drive_strength.png
Drawn at 2 px/um.
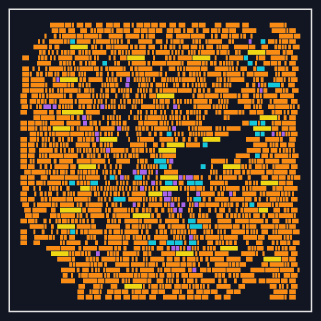
final_placement.png
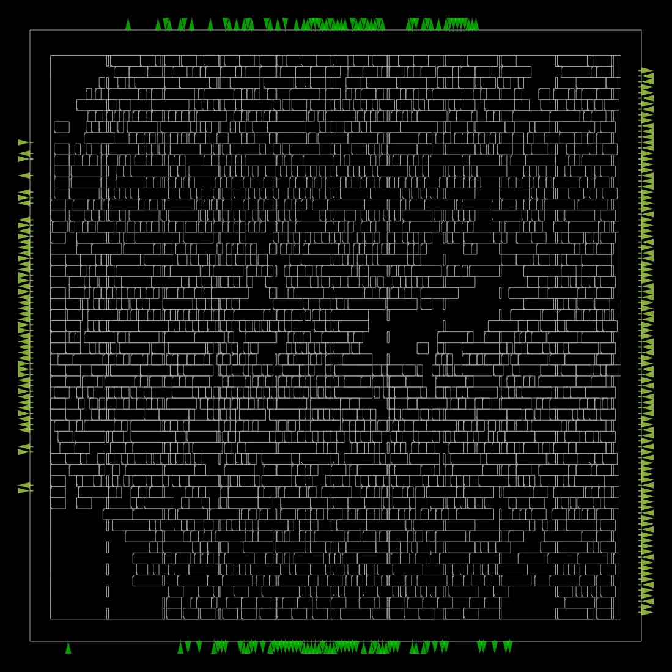
File: src/rtl/if_stage_pkg.sv
`default_nettype none
// ============================================================================
// Module      : if_stage_pkg
// Description : Shared constants and state encoding for the instruction-fetch stage.
// Revision    : 1.0 - initial release
// ============================================================================
package if_stage_pkg;

  localparam logic [63:0] C_RESET_PC  = 64'h0000_0000_8000_0000;
  localparam logic [31:0] C_NOP_INST  = 32'h0000_0013;

  typedef enum logic [1:0] {
    IF_REQ  = 2'd0,
    IF_WAIT = 2'd1,
    IF_HOLD = 2'd2
  } if_state_t;

endpackage
`default_nettype wire

File: src/rtl/if_pc_gen.sv
`default_nettype none
// ============================================================================
// Module      : if_pc_gen
// Description : Fetch PC register with +4 sequential update and redirect mux.
// Revision    : 1.0 - initial release
// ============================================================================
module if_pc_gen #(
  parameter int unsigned     PC_W     = 64,
  parameter logic [PC_W-1:0] RESET_PC = '0
) (
  input  logic            clk,
  input  logic            rst,
  input  logic            redirect_valid,
  input  logic [PC_W-1:0] redirect_pc,
  input  logic            advance,
  input  logic [PC_W-1:0] fetch_pc,
  output logic [PC_W-1:0] pc
);

  logic [PC_W-1:0] r_pc;

  // Redirect wins over the sequential step; the add wraps modulo 2^PC_W.
  always_ff @(posedge clk) begin
    if (rst) begin
      r_pc <= RESET_PC;
    end else if (redirect_valid) begin
      r_pc <= redirect_pc;
    end else if (advance) begin
      r_pc <= fetch_pc + PC_W'(4);
    end
  end

  assign pc = r_pc;

endmodule
`default_nettype wire

File: src/rtl/if_stage.sv
`default_nettype none
// ============================================================================
// Module      : if_stage
// Description : Instruction fetch stage, one outstanding imem request, valid/ready
//               output to decode. Optional misaligned-fetch fault: IF_MISALIGN_EN.
// Revision    : 1.0 - initial release
// ============================================================================
module if_stage
  import if_stage_pkg::*;
#(
  parameter int unsigned     PC_W     = 64,
  parameter logic [PC_W-1:0] RESET_PC = PC_W'(C_RESET_PC)
) (
  input  logic            clk,
  input  logic            rst,
  input  logic            redirect_valid,
  input  logic [PC_W-1:0] redirect_pc,
  output logic            imem_req,
  output logic [PC_W-1:0] imem_addr,
  input  logic            imem_gnt,
  input  logic            imem_rvalid,
  input  logic [31:0]     imem_rdata,
  output logic            id_valid,
  input  logic            id_ready,
  output logic [31:0]     id_inst,
  output logic [PC_W-1:0] id_pc
`ifdef IF_MISALIGN_EN
  ,
  output logic            id_fault
`endif
);

  if_state_t       r_state,    w_state_nxt;
  logic            r_kill,     w_kill_nxt;
  logic            r_id_valid, w_id_valid_nxt;
  logic [31:0]     r_id_inst,  w_id_inst_nxt;
  logic [PC_W-1:0] r_id_pc,    w_id_pc_nxt;
  logic [PC_W-1:0] r_fetch_pc, w_fetch_pc_nxt;
  logic            w_advance;
  logic            w_issue;
  logic            w_misalign;
  logic [PC_W-1:0] w_pc;
`ifdef IF_MISALIGN_EN
  logic            r_fault,    w_fault_nxt;
`endif

  if_pc_gen #(
    .PC_W     (PC_W),
    .RESET_PC (RESET_PC)
  ) u_pc_gen (
    .clk            (clk),
    .rst            (rst),
    .redirect_valid (redirect_valid),
    .redirect_pc    (redirect_pc),
    .advance        (w_advance),
    .fetch_pc       (r_fetch_pc),
    .pc             (w_pc)
  );

`ifdef IF_MISALIGN_EN
  assign w_misalign = (w_pc[1:0] != 2'b00);
`else
  assign w_misalign = 1'b0;
`endif

  assign w_issue   = (r_state == IF_REQ) && !w_misalign;
  assign imem_req  = w_issue && !rst;
  assign imem_addr = w_pc;

  always_comb begin
    w_state_nxt    = r_state;
    w_kill_nxt     = r_kill;
    w_id_valid_nxt = r_id_valid;
    w_id_inst_nxt  = r_id_inst;
    w_id_pc_nxt    = r_id_pc;
    w_fetch_pc_nxt = r_fetch_pc;
    w_advance      = 1'b0;
`ifdef IF_MISALIGN_EN
    w_fault_nxt    = r_fault;
`endif
    case (r_state)
      IF_REQ: begin
        // A grant in a redirect cycle was for the old address, so it is killed.
        if (w_issue && imem_gnt) begin
          w_fetch_pc_nxt = w_pc;
          w_kill_nxt     = redirect_valid;
          w_state_nxt    = IF_WAIT;
        end
`ifdef IF_MISALIGN_EN
        else if (w_misalign && !redirect_valid) begin
          w_id_valid_nxt = 1'b1;
          w_id_inst_nxt  = C_NOP_INST;
          w_id_pc_nxt    = w_pc;
          w_fault_nxt    = 1'b1;
          w_state_nxt    = IF_HOLD;
        end
`endif
      end
      IF_WAIT: begin
        if (imem_rvalid) begin
          if (r_kill || redirect_valid) begin
            w_kill_nxt  = 1'b0;
            w_state_nxt = IF_REQ;
          end else begin
            w_id_valid_nxt = 1'b1;
            w_id_inst_nxt  = imem_rdata;
            w_id_pc_nxt    = r_fetch_pc;
            w_advance      = 1'b1;
            w_state_nxt    = IF_HOLD;
          end
        end else if (redirect_valid) begin
          w_kill_nxt = 1'b1;
        end
      end
      IF_HOLD: begin
        if (id_ready || redirect_valid) begin
          w_id_valid_nxt = 1'b0;
`ifdef IF_MISALIGN_EN
          w_fault_nxt    = 1'b0;
`endif
          w_state_nxt    = IF_REQ;
        end
      end
      default: begin
        w_state_nxt = IF_REQ;
      end
    endcase
  end

  always_ff @(posedge clk) begin
    if (rst) begin
      r_state    <= IF_REQ;
      r_kill     <= 1'b0;
      r_id_valid <= 1'b0;
      r_id_inst  <= C_NOP_INST;
      r_id_pc    <= '0;
      r_fetch_pc <= '0;
`ifdef IF_MISALIGN_EN
      r_fault    <= 1'b0;
`endif
    end else begin
      r_state    <= w_state_nxt;
      r_kill     <= w_kill_nxt;
      r_id_valid <= w_id_valid_nxt;
      r_id_inst  <= w_id_inst_nxt;
      r_id_pc    <= w_id_pc_nxt;
      r_fetch_pc <= w_fetch_pc_nxt;
`ifdef IF_MISALIGN_EN
      r_fault    <= w_fault_nxt;
`endif
    end
  end

  assign id_valid = r_id_valid;
  assign id_inst  = r_id_inst;
  assign id_pc    = r_id_pc;
`ifdef IF_MISALIGN_EN
  assign id_fault = r_fault;
`endif

endmodule
`default_nettype wire

File: config.mk
export PLATFORM = sky130hd
export DESIGN_NAME = if_stage
export DESIGN_NICKNAME = d
export VERILOG_FILES = /design/src/rtl/if_stage_pkg.sv /design/src/rtl/if_pc_gen.sv /design/src/rtl/if_stage.sv
export SDC_FILE = /design/constraint.sdc
export NUM_CORES = 1
export LEC_CHECK = 0
export ABC_AREA = 1
export CORE_MARGIN = 5
export CORE_UTILIZATION = 54
export DETAILED_ROUTE_END_ITERATION = 6
export PLACE_DENSITY = 0.86
export SYNTH_ARGS = -nofsm -noshare
export SYNTH_HDL_FRONTEND = slang
export SYNTH_SLANG_ARGS = --single-unit
export TNS_END_PERCENT = 20
File: constraint.sdc
create_clock -name clk -period 4.65 [get_ports clk]
set_clock_uncertainty 0.15 [all_clocks]
set_input_delay 0.465 -clock clk [delete_from_list [all_inputs] [get_ports clk]]
set_output_delay 0.465 -clock clk [all_outputs]
set_load 0.02 [all_outputs]
==> flow_summary.json <==
{
  "num-multi-input-gates": 1050,
  "synth_area_per_cell_um2": 6.89,
  "fin_area_um2": 14100,
  "tns_ps": 0,
  "met1_length_mm": 14.1,
  "inverters_excl_clock": 187,
  "power.total_mw": 4.72,
  "synthFlopType": "dfxtp_1",
  "synth_flops": 228,
  "grt_pass1_vias": 10600,
  "top_area_frac": 0.429,
  "post_cts_buffers": 0,
  "final-clk-cell-share": 0.0560,
  "ant_nets": 0,
  "period_needed_ps": 2740,
  "clock_latency_ps": 520,
  "fin_hold_ws_ps": 313,
  "cp_slowest_cell": "nand2_1",
  "use_met2": 0.494,
  "max_freq_ghz": 0.365,
  "power_frac_seq": 0.458,
  "worstPathRequired_ps": 4920,
  "ys_cells": 1544,
  "clockPowerShare": 0.409,
  "groute.usage.overall": 0.294,
  "hp-class": "register to register",
  "hold_viol_final": 0,
  "drive_above_1_share": 0.0618,
  "comb-power_mw": 0.629,
  "drcViolationCount": 0,
  "tool_warnings": 28,
  "routed_wl_mm": 34.7,
  "diodes": 0,
  "cts_tree": "built",
  "logic_area_um2": 5020,
  "preCtsSetupSlack_ps": 1480,
  "finalCoreUtilization": 0.725,
  "synth.logic.top_family": "simple AND/OR/NAND/NOR gates",
  "clk_path_buf_depth": 3,
  "path_cells": "inv_2 -> nor2_4 -> nand3_4 -> nand2_1 -> buf_4 -> o21ai_0 -> nor2_1 -> nand2_1 -> nand2_1 -> inv_1",
  "postPlaceCellArea_um2": 13300,
  "worstMarginPinSlew_ps": 1090,
  "yosysTopAreaCell": "dfxtp_1",
  "ys_sh_aoi": 0.171,
  "cts.sinks": 228,
  "comb_area_frac": 0.356,
  "status": "complete, no violations",
  "n_clock_buffer": 30,
  "holdBufCountCts": 0,
  "worst-path-max-fanout": 40,
  "gr-usage-met3": 0.0485,
  "grt_max_degree": 127,
  "ir_drop_v": 0.000198,
  "route.met3.wl_mm": 3.53,
  "mostFrequentLayoutCell": "nand2_1",
  "drt-wirelength-per-cell_um": 17.0,
  "finalCritPeriodShare": 0.590,
  "clk_pin_slew_ps": 60,
  "signal_buffers": 272,
  "lay_top_cells": "nand2_1 (304), clkdlybuf4s50_1 (261), nor2_1 (239)",
  "arrival_ps": 3010,
  "cp.buffers_inverters": 3,
  "initCoreUtil": 0.547,
  "drt-initial-drc-count": 944,
  "fill_cells": 1590,
  "place_inst": 2002,
  "worst-setup-path-type": "register to register",
  "relSlewSlack": 0.272,
  "switching_share": 0.267,
  "num_vias": 11100,
  "yosysWarnings": 0,
  "max-cap-violations": 0,
  "ys_seq_frac": 0.429,
  "antenna_found_initial": 0,
  "edf_count": 0,
  "p_comb_frac": 0.133,
  "yosys_area_um2": 10600,
  "setup_viol": 0,
  "rsz0062_at_grt": "no",
  "adder_share": 0.00118,
  "p_switching_mw": 1.26,
  "ios": 264
}
-- drive_strength.png (at the start) --
drive 3 to 4 -> cyan  # cells 34
drive 6 and up -> yellow  # cells 30
drive 2 -> purple  # cells 46
drive 1 or less -> orange  # cells 1670
final setup margin: 1910 ps
Layout area overhead: 32.5%

-- final_placement.png (at the start) --
sequential cell area share: 0.324
row count: 51
Layout Cells excl Fill: 2045

==> path summary, 6_finish.rpt <==
check | slack [ps] | endpoint | cells after the start | start
min reg2reg | 310 | r_fetch_pc[19] | 2 | u_pc_gen.pc[19]
max reg2reg | 1910 | u_pc_gen.pc[32] | 10 | r_state[0]
min | 310 | r_fetch_pc[19] | 2 | u_pc_gen.pc[19]
max | 1910 | u_pc_gen.pc[32] | 10 | r_state[0]
==> state kept, by name, indices dropped and copies added, names as in the netlist <==
signal,count
id_pc,64
r_fetch_pc,64
u_pc_gen.pc,64
id_inst,32
r_state,2
id_valid,1
r_kill,1
